===== config.mk =====
export PLATFORM = sky130hd
export DESIGN_NAME = axi4_lite_master
export DESIGN_NICKNAME = d
export VERILOG_FILES = /design/src/rtl/axi4_lite_master.sv
export SDC_FILE = /design/constraint.sdc
export NUM_CORES = 1
export LEC_CHECK = 0
export CAP_MARGIN = 30
export CORE_UTILIZATION = 39
export CTS_CLUSTER_DIAMETER = 100
export DETAILED_ROUTE_END_ITERATION = 16
export PLACE_DENSITY = 0.82
export SYNTH_ARGS = -nofsm -noshare
export SYNTH_HDL_FRONTEND = slang
export SYNTH_SLANG_ARGS = --single-unit

===== constraint.sdc =====
create_clock -name ACLK -period 2.35 [get_ports ACLK]
set_input_delay 0.3525 -clock ACLK [delete_from_list [all_inputs] [get_ports ACLK]]
set_output_delay 0.3525 -clock ACLK [all_outputs]
set_load 0.02 [all_outputs]

===== src/rtl/axi4_lite_master.sv =====
// AXI4-Lite initiator: converts a single-beat command/response port into AXI4-Lite
// read/write transactions, one in flight at a time, with a held response buffer.
module axi4_lite_master #(
    parameter int unsigned ADDR_WIDTH = 32,
    parameter int unsigned DATA_WIDTH = 32
) (
    input  logic                      ACLK,
    input  logic                      ARESETn,

    input  logic                      cmd_valid,
    output logic                      cmd_ready,
    input  logic                      cmd_write,
    input  logic [ADDR_WIDTH-1:0]     cmd_addr,
    input  logic [DATA_WIDTH-1:0]     cmd_wdata,
    input  logic [DATA_WIDTH/8-1:0]   cmd_wstrb,
    input  logic [2:0]                cmd_prot,

    output logic                      rsp_valid,
    input  logic                      rsp_ready,
    output logic                      rsp_write,
    output logic [DATA_WIDTH-1:0]     rsp_rdata,
    output logic [1:0]                rsp_resp,
    output logic [7:0]                err_count,

    output logic [ADDR_WIDTH-1:0]     AWADDR,
    output logic [2:0]                AWPROT,
    output logic                      AWVALID,
    input  logic                      AWREADY,

    output logic [DATA_WIDTH-1:0]     WDATA,
    output logic [DATA_WIDTH/8-1:0]   WSTRB,
    output logic                      WVALID,
    input  logic                      WREADY,

    input  logic [1:0]                BRESP,
    input  logic                      BVALID,
    output logic                      BREADY,

    output logic [ADDR_WIDTH-1:0]     ARADDR,
    output logic [2:0]                ARPROT,
    output logic                      ARVALID,
    input  logic                      ARREADY,

    input  logic [DATA_WIDTH-1:0]     RDATA,
    input  logic [1:0]                RRESP,
    input  logic                      RVALID,
    output logic                      RREADY
);

    typedef enum logic [2:0] {
        IDLE    = 3'd0,
        WR_REQ  = 3'd1,
        WR_RESP = 3'd2,
        RD_REQ  = 3'd3,
        RD_RESP = 3'd4,
        RSP     = 3'd5
    } state_t;

    state_t state;

    logic [1:0] resp_in_c;
    logic [7:0] err_next_c;

    assign cmd_ready = (state == IDLE) && ARESETn;

    // Saturating error counter update for whichever response is being captured.
    assign resp_in_c  = (state == RD_RESP) ? RRESP : BRESP;
    assign err_next_c = ((resp_in_c != 2'b00) && (err_count != 8'hFF)) ?
                        err_count + 8'd1 : err_count;

    always_ff @(posedge ACLK or negedge ARESETn) begin
        if (!ARESETn) begin
            state     <= IDLE;
            AWADDR    <= '0;
            AWPROT    <= '0;
            AWVALID   <= 1'b0;
            WDATA     <= '0;
            WSTRB     <= '0;
            WVALID    <= 1'b0;
            BREADY    <= 1'b0;
            ARADDR    <= '0;
            ARPROT    <= '0;
            ARVALID   <= 1'b0;
            RREADY    <= 1'b0;
            rsp_valid <= 1'b0;
            rsp_write <= 1'b0;
            rsp_rdata <= '0;
            rsp_resp  <= '0;
            err_count <= '0;
        end else begin
            case (state)
                IDLE: begin
                    if (cmd_valid && cmd_ready) begin
                        if (cmd_write) begin
                            AWADDR  <= cmd_addr;
                            AWPROT  <= cmd_prot;
                            WDATA   <= cmd_wdata;
                            WSTRB   <= cmd_wstrb;
                            AWVALID <= 1'b1;
                            WVALID  <= 1'b1;
                            state   <= WR_REQ;
                        end else begin
                            ARADDR  <= cmd_addr;
                            ARPROT  <= cmd_prot;
                            ARVALID <= 1'b1;
                            state   <= RD_REQ;
                        end
                    end
                end
                // AW and W complete independently; leave once neither is outstanding.
                WR_REQ: begin
                    if (AWREADY) AWVALID <= 1'b0;
                    if (WREADY)  WVALID  <= 1'b0;
                    if ((!AWVALID || AWREADY) && (!WVALID || WREADY)) begin
                        BREADY <= 1'b1;
                        state  <= WR_RESP;
                    end
                end
                WR_RESP: begin
                    if (BVALID) begin
                        BREADY    <= 1'b0;
                        rsp_valid <= 1'b1;
                        rsp_write <= 1'b1;
                        rsp_rdata <= '0;
                        rsp_resp  <= BRESP;
                        err_count <= err_next_c;
                        state     <= RSP;
                    end
                end
                RD_REQ: begin
                    if (ARREADY) begin
                        ARVALID <= 1'b0;
                        RREADY  <= 1'b1;
                        state   <= RD_RESP;
                    end
                end
                RD_RESP: begin
                    if (RVALID) begin
                        RREADY    <= 1'b0;
                        rsp_valid <= 1'b1;
                        rsp_write <= 1'b0;
                        rsp_rdata <= RDATA;
                        rsp_resp  <= RRESP;
                        err_count <= err_next_c;
                        state     <= RSP;
                    end
                end
                RSP: begin
                    if (rsp_ready) begin
                        rsp_valid <= 1'b0;
                        state     <= IDLE;
                    end
                end
                default: state <= IDLE;
            endcase
        end
    end

endmodule


### Signal wires on met4, run 1

Drawn at 3 px/um.
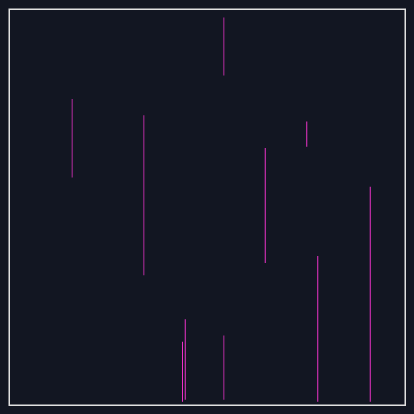
wire length on this layer: 331 um
main direction: vertical
nets with wire on the layer: 8
share of all routed wire: 1.9%
Routed WL: 17200 um
Vias: 4733

### Floorplan with the power grid, run 1

Drawn at 4 px/um. Pins as bars on the die edge.
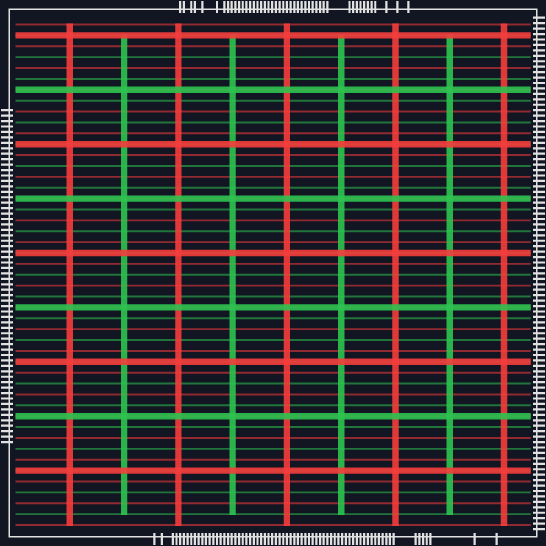
| net | color |
|---|---|
| VDD | green |
| VSS | red |
met1 rails: 47
rows: 46
met4 straps: 9
signal pins: 273
met5 straps: 9
Max rail drop VDD: 0.680 mV
die extent in y: 131 um
placeable core area: 16100 um2
die width: 131 um

==> impl_table.tex, run 1 <==
% Implementation results table
\begin{tabular}{lr}
\hline
Metric & Value \\
\hline
\multicolumn{2}{l}{\textbf{Floorplanning}} \\
\quad Chip footprint & 17300 um2 \\
\quad Fp util & 0.406 \\
\quad Number of primary I/O pins & about 270 \\
\quad Std cell rows & roughly 46 \\
\multicolumn{2}{l}{\textbf{STA}} \\
\quad Final tally of setup violations & 0 \\
\quad Tightest slew margin relative to the limit & 0.441 \\
\quad F\_max & $\sim$0.44 GHz \\
\quad Number of endpoints with negative hold slack in the final report & 0 \\
\quad Worst-case hold slack & 0.382 ns \\
\quad Final critical-path required period & between 2 and 2.5 ns \\
\quad Pin slew with the least headroom to its limit & approximately 0.84 ns \\
\quad Setup TNS & 0 ns \\
\quad Share of the cycle needed by the critical path after routing & 0.962 \\
\quad Max Clock Skew & 0.00642 ns \\
\quad Worst Setup Slack, final & $\sim$0.09 ns \\
\quad Setup repair after global routing missed its margin & no \\
\quad Max-slew violation count & 0 \\
\multicolumn{2}{l}{\textbf{CTS}} \\
\quad \# hold bufs at CTS & 1 \\
\quad Clock transition at the registers of the reported paths & roughly 0.060 ns \\
\quad Number of buffers between clock root and the deepest sink & 2 \\
\quad Clock latency reported for the late side of the worst-skew pair & around 0.41 ns \\
\quad Clock buffers created by TritonCTS & 17 \\
\quad Post-cts repair resize count & 0 \\
\quad H-tree levels & 4 \\
\quad Number of setup buffers added after CTS & 0 \\
\quad Clock Sink Count & 158 \\
\quad TritonCTS clock tree & built \\
\quad CTS root buf & clkbuf\_16 \\
\multicolumn{2}{l}{\textbf{Synth}} \\
\quad Sequential share of the synthesized area & 0.605 \\
\quad Share of the synthesized area in the top cell type & 0.605 \\
\quad Synthesis Warnings & 0 \\
\quad Post-synthesis mux area share & 0.230 \\
\quad Synthesized-area fraction occupied by xor and xnor cells & 0.00938 \\
\quad Post-synthesis cell type count & 36 \\
\quad Netlist Area Pre-Place & between 6000 and 7000 um2 \\
\quad Chip area from the yosys synthesis statistics & approximately 6500 um2 \\
\quad Largest combinational cell category by area & multiplexers \\
\quad Yosys top cell by area & dfrtp\_1 \\
\quad Mean area per synthesized cell & $\sim$14 um2 \\
\quad Compound-cell area share of the yosys netlist & 0.0417 \\
\quad Commonest register cell after synthesis & dfrtp\_1 \\
\quad Number of nets at floorplan & 586 \\
\quad Synthesized instance count & 468 \\
\quad Post-synthesis cell count from yosys & about 470 \\
\quad Post-synthesis sequential element count & between 150 and 200 \\
\quad Leading cell types by total area after synthesis & dfrtp\_1 60\%, mux2\_4 16\%, mux2\_2 6.5\% \\
\quad Share of flip-flops with an asynchronous set or reset after synthesis & 1.00 \\
\quad Count leader, synth & dfrtp\_1 \\
\quad Most numerous cell types in the synthesized netlist & 158 x dfrtp\_1, 79 x nand2\_1, 68 x mux2\_4, 42 x o21ai\_0, 38 x mux2\_2 \\
\quad Yosys adder share & 0.00191 \\
\quad EDFF count, synth & 0 \\
\quad Area fraction in and, or, nand and nor cells after synthesis & 0.0794 \\
\multicolumn{2}{l}{\textbf{Drt}} \\
\quad Total DRC errors in the routed layout & 0 \\
\quad Routed length per placed instance & 17.7 um \\
\quad Drt initial violations & about 210 \\
\quad Avg Vias per Cell & roughly 4.9 \\
\quad Number of antenna-violating nets in the routed design & 0 \\
\quad Iteration count of the initial detailed-routing pass & 4 \\
\multicolumn{2}{l}{\textbf{Layout}} \\
\quad Cell area after layout & roughly 10000 um2 \\
\quad Filler instances & $\sim$1200 \\
\quad Area growth from synthesis to layout & 53.7\% \\
\quad Layout cell share with drive strength beyond 1 & 0.210 \\
\quad Final antenna diode count & 0 \\
\quad Number of standard cells in the layout, taps in and fillers out & 972 \\
\quad Total number of nets in the final design & 861 \\
\quad Post-route core utilization & 0.623 \\
\multicolumn{2}{l}{\textbf{Pwr}} \\
\quad Int Power & between 8 and 9 mW \\
\quad Top Consumer & combinational logic \\
\quad Fraction of power consumed by the clock network & 0.191 \\
\quad Overall Power & approximately 14 mW \\
\quad Clock Power & about 2.7 mW \\
\quad Pwr per Cell Area & 1380 nW/um2 \\
\quad Power spent charging and discharging nets & slightly below 5 mW \\
\quad Combinational gate power & about 6.5 mW \\
\quad Combinational fraction of design power & 0.465 \\
\quad Static Leakage & between 4 and 5 nW \\
\quad Sequential group share of total power & 0.345 \\
\quad Sequential Power & about 4.8 mW \\
\quad Switching share of power & 0.357 \\
\multicolumn{2}{l}{\textbf{GRT}} \\
\quad Wire length of the first global-routing pass & 27600 um \\
\quad Gr ovfl total & 0 \\
\quad Overall Global Routing Usage & 0.205 \\
\quad Initial antenna violation count & 0 \\
\quad Pin count of the biggest net entering global routing & 153 \\
\quad Number of global-route vias before repair & about 5000 \\
\multicolumn{2}{l}{\textbf{Place}} \\
\quad HPWL Detailed & $\sim$12000 um \\
\quad Gpl congestion & approximately 0.84 \\
\quad Placed standard-cell area & 9460 um2 \\
\quad Number of placed cells counting well taps & 939 \\
\quad Worst setup timing slack at the placement stage & about 0.15 ns \\
\quad Count of port buffers added during placement & roughly 270 \\
\multicolumn{2}{l}{\textbf{Critical path}} \\
\quad Critical-path cell list & inv\_2, and3\_1, clkdlybuf4s50\_1 \\
\quad Critical path's top delay family & buffers and inverters \\
\quad CP Data Required Time & 2.00 ns \\
\quad Worst stage delay on the critical path & a little over 0.6 ns \\
\quad Setup slack, reg-to-reg & 0.32 ns \\
\quad Endpoint of the worst register-to-register path & AWADDR[9] \\
\quad Crit path launch type & flip-flop \\
\quad Data arrival time at the worst-slack endpoint & 1.91 ns \\
\quad Critical path buffer and inverter count & 2 \\
\quad Category of the worst setup path capture point & output port \\
\quad Class of the most critical setup path & reg -> out \\
\quad Startpoint of the worst register-to-register path & state[0] \\
\quad Critical path fanouts, max & 14 \\
\quad Logic depth of the worst register-to-register path & 5 \\
\quad Worst path slowest cell & clkdlybuf4s50\_1 \\
\multicolumn{2}{l}{\textbf{Flow run}} \\
\quad Stage-log warning count & 28 \\
\quad Number of max-capacitance violations reported & 0 \\
\multicolumn{2}{l}{\textbf{Status}} \\
\quad Outcome & finished clean \\
\multicolumn{2}{l}{\textbf{Hold path}} \\
\quad Worst min-delay path category & in -> async \\
\hline
\end{tabular}
### Routed clock nets over the placement, run 1

Drawn at 4 px/um.
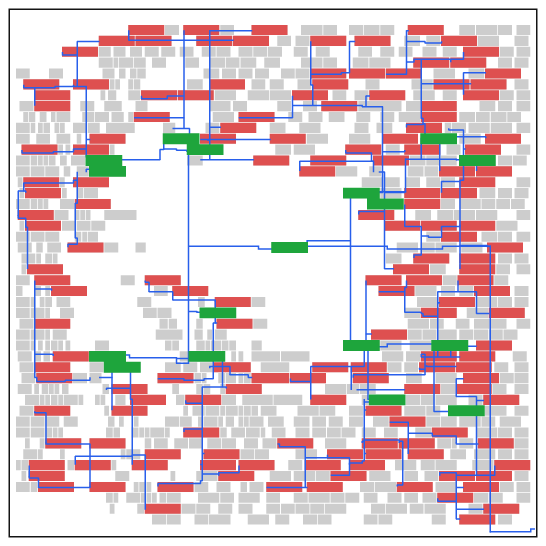
[clock wires] blue | length: 1880 um
[clock-net drivers] green | count: 17
[flip-flops] red | count: 158
flops lie: all over the die

### Cell area per tile, run 1

Drawn at 2 px/um. 13 x 13 tiles, from white (low) to dark blue (high), 0 to 100% covered.
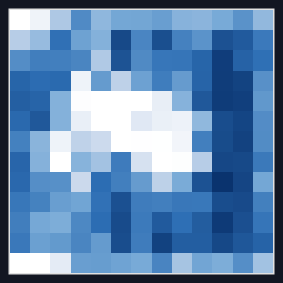
emptiest ninth of the die: middle
mean over tiles: 57%
tiles over 75% full: 29%

run 1: layout by cell type, fill, tap and decap left out, types with 3 or more instances in the layout:
cell,count
a21oi_1,3
buf_12,4
buf_4,5
clkbuf_16,17
clkdlybuf4s50_1,271
clkinv_2,3
dfrtp_1,156
inv_1,4
inv_6,7
mux2_2,38
mux2_4,68
nand2_1,79
nand2b_1,4
nand3_1,8
nor2_1,6
o21ai_0,42
xnor2_1,4
xor2_1,3
run 1: final cells by class:
class / instances / area [um2] / share of cell area
clock buffer: 19 / 443 / 0.0441
clock inverter: 13 / 126 / 0.0126
inverter: 5 / 18.8 / 0.00187
multi-input combinational: 279 / 2380 / 0.237
sequential: 158 / 3960 / 0.394
tap: 216 / 270 / 0.0269
timing repair buffer: 282 / 2850 / 0.284
run 1: state kept, by name (all words and copies together) (netlist names):
signal	flops
ARADDR	32
ARPROT	3
ARVALID	1
AWADDR	32
AWPROT	3
AWVALID	1
BREADY	1
RREADY	1
WDATA	32
WSTRB	4
WVALID	1
err_count	8
rsp_rdata	32
rsp_resp	2
rsp_valid	1
rsp_write	1
state	3
run 1: routing by layer:
layer  routed length (um)  GRT usage  share of wire  vias to the layer above
met4                  331     0.0698          0.019                        0
met5                    0          0              0                        -
met3                 1150     0.0640          0.067                       23
met2                 8820      0.357           0.51                      213
li1                     -          -              -                     2159
met1                 6880      0.238           0.40                     2338
run 1: worst max-delay path by stage:
stage / from / endpoint / slack (ns) / depth (start not counted)
2_1_floorplan: state[1] / err_count[3] / 0.59 / 7
5_1_grt: state[0] / cmd_ready / 0.01 / 3
4_1_cts: state[1] / cmd_ready / 0.005 / 3
6_report: state[0] / cmd_ready / 0.09 / 3
3_5_place_dp: cmd_write / AWADDR[11] / 0.15 / 5
3_3_place_gp: cmd_write / WSTRB[1] / 0.17 / 5
==> run 2: changes to the inputs <==
SLEW_MARGIN = 5   (was default)
### Floorplan with the power grid, run 2

Drawn at 4 px/um. Pins as bars on the die edge.
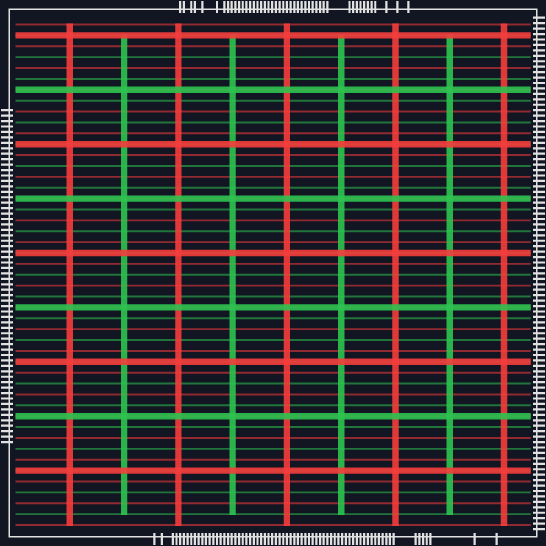
| net | color |
|---|---|
| VSS | red |
| VDD | green |
met5 straps: 9
signal pins: 273

### Routed clock nets over the placement, run 2

Drawn at 4 px/um.
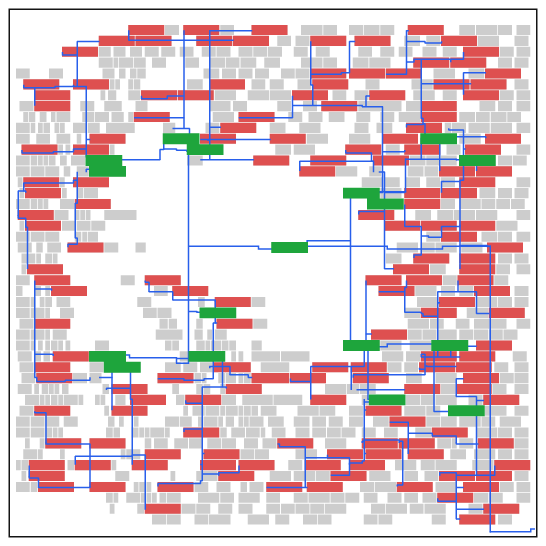
[clock wires] blue | length: 1880 um
[flip-flops] red | count: 158
[clock-net drivers] green | count: 17
flops lie: all over the die
routed clock nets: 18

==> run 2 against run 1 <==
- sequential power hardly changed
- critical endpoint unchanged
- critical path type unchanged
- setup slack stayed put
- synthesized area stayed put
- clock-buffer cell count stayed put
- clock skew stayed put
- utilization stayed put
- die size stayed put
- sequential cell count stayed put
- clock power hardly changed
- cell area stayed put
- maximum frequency stayed put
- final cell count stayed put
==> impl_table.tex, run 2 <==
% Implementation results table
\begin{tabular}{lr}
\hline
Metric & Value \\
\hline
\multicolumn{2}{l}{\textbf{Floorplanning}} \\
\quad Number of primary I/O pins & 273 \\
\quad Std cell rows & around 46 \\
\quad Chip footprint & approximately 17000 um2 \\
\multicolumn{2}{l}{\textbf{STA}} \\
\quad Setup TNS & 0 ns \\
\quad Max-slew violation count & 0 \\
\quad F\_max & approximately 0.44 GHz \\
\quad Final tally of setup violations & 0 \\
\quad Final critical-path required period & 2.26 ns \\
\quad Setup repair after global routing missed its margin & no \\
\quad Number of endpoints with negative hold slack in the final report & 0 \\
\multicolumn{2}{l}{\textbf{GRT}} \\
\quad GR met2 Demand/Resource & 0.357 \\
\quad Number of global-route vias before repair & approximately 5000 \\
\quad Pin count of the biggest net entering global routing & 153 \\
\quad GR met1 Demand/Resource & 0.238 \\
\quad Global routing's busiest layer & met2 \\
\quad Initial antenna violation count & 0 \\
\quad Gr ovfl total & 0 \\
\multicolumn{2}{l}{\textbf{Layout}} \\
\quad Final antenna diode count & 0 \\
\quad Top cells excl fill/tap & 271 x clkdlybuf4s50\_1, 156 x dfrtp\_1, 79 x nand2\_1 \\
\quad Area growth from synthesis to layout & 53.7\% \\
\quad Total number of nets in the final design & 861 \\
\quad Filler instances & 1188 \\
\quad Number of standard cells in the layout, taps in and fillers out & 972 \\
\multicolumn{2}{l}{\textbf{Drt}} \\
\quad Avg Vias per Cell & between 4 and 5 \\
\quad Met2 WL & $\sim$9000 um \\
\quad Routed length on met3 & roughly 1100 um \\
\quad Max Used Layer & met4 \\
\quad Total DRC errors in the routed layout & 0 \\
\quad Routed WL & 17200 um \\
\multicolumn{2}{l}{\textbf{Place}} \\
\quad Count of port buffers added during placement & about 270 \\
\quad HPWL Detailed & around 12000 um \\
\quad Gpl congestion & around 0.84 \\
\multicolumn{2}{l}{\textbf{Pwr}} \\
\quad Overall Power & around 14 mW \\
\quad Static Leakage & approximately 4.5 nW \\
\multicolumn{2}{l}{\textbf{Synth}} \\
\quad Number of nets at floorplan & 586 \\
\quad Sequential share of the synthesized area & 0.605 \\
\quad Post-synthesis sequential element count & 158 \\
\quad Yosys top cell by area & dfrtp\_1 \\
\quad Synthesized instance count & between 400 and 500 \\
\quad Chip area from the yosys synthesis statistics & about 6500 um2 \\
\quad Share of flip-flops with an asynchronous set or reset after synthesis & 1.00 \\
\quad Synthesis Warnings & 0 \\
\quad EDFF count, synth & 0 \\
\quad Count leader, synth & dfrtp\_1 \\
\quad Commonest register cell after synthesis & dfrtp\_1 \\
\multicolumn{2}{l}{\textbf{CTS}} \\
\quad Clock latency reported for the late side of the worst-skew pair & slightly above 0.4 ns \\
\quad Number of buffers between clock root and the deepest sink & 2 \\
\quad CTS root buf & clkbuf\_16 \\
\quad Clock Sink Count & between 150 and 200 \\
\quad H-tree levels & 4 \\
\quad TritonCTS clock tree & built \\
\multicolumn{2}{l}{\textbf{Critical path}} \\
\quad Endpoint of the worst register-to-register path & AWADDR[9] \\
\quad Setup slack, reg-to-reg & 0.32 ns \\
\quad Startpoint of the worst register-to-register path & state[0] \\
\quad Category of the worst setup path capture point & output port \\
\quad Data arrival time at the worst-slack endpoint & 1.91 ns \\
\quad Critical-path cell list & inv\_2, and3\_1, clkdlybuf4s50\_1 \\
\quad CP Data Required Time & $\sim$2.0 ns \\
\quad Crit path launch type & flip-flop \\
\quad Worst path slowest cell & clkdlybuf4s50\_1 \\
\multicolumn{2}{l}{\textbf{Status}} \\
\quad Outcome & finished clean \\
\multicolumn{2}{l}{\textbf{Flow run}} \\
\quad Stage-log warning count & 28 \\
\quad Number of max-capacitance violations reported & 0 \\
\hline
\end{tabular}
## run 2: cell counts after synthesis
No cell type changed its count.
## run 2: timing repair
item / CTS / global route
setup buffers: 0 / 0
resized: 0 / 2
hold buffers: 1 / 0
setup endpoints to repair: 0 / 1
endpoints found under the hold margin: 6 / 0
## run 2: layout make-up
class | instances | area [um2] | area share
Timing Repair Buffer | 282 | 2850 | 0.284
Multi-Input combinational cell | 279 | 2380 | 0.237
Sequential cell | 158 | 3960 | 0.394
Tap cell | 216 | 270 | 0.0269
Clock inverter | 13 | 126 | 0.0126
Clock buffer | 19 | 443 | 0.0441
Inverter | 5 | 18.8 | 0.00187
## run 2: report_power, final
group / switching [mW] / internal, mW
Combinational: 2.97 / 3.48
Sequential: 0.846 / 3.94
Clock: 1.13 / 1.51
## run 2: through the flow
| step | util | cell area (um2) | hold slack (ns) | setup WS (ns) |
|---|---|---|---|---|
| finish | 0.623 | 10000 | 0.382 | 0.0902 |
| CTS | 0.623 | 10000 | 0.355 | 0.00500 |
| global route | 0.623 | 10000 | 0.374 | 0.0139 |
| detailed placement | 0.587 | 9460 | 0.162 | 0.152 |
| global placement | 0.587 | 9460 | 0.158 | 0.173 |
| floorplan | - | 6540 | 0.0569 | 0.594 |
## run 2: cells by family (layout without fill, tap and decap cells)
group | count (synthesis) | in the layout | synth area share
adder cells (fa/ha/maj) | 1 | 1 | 0.00191
AND/OR/NAND/NOR | 110 | 110 | 0.0794
XOR/XNOR | 7 | 7 | 0.00938
flip-flops | 158 | 158 | 0.605
buffers and inverters | 31 | 319 | 0.0329
AND-OR/OR-AND | 51 | 51 | 0.0417
multiplexers | 110 | 110 | 0.230
## run 2: worst max-delay path: cells and delay by family (launching register included)
family	cells	cell delay [ns]
buffers and inverters	2	0.78
flip-flops	1	0.56
AND/OR/NAND/NOR	1	0.16
No activity file was given, so power comes from the tool's default toggle rates.
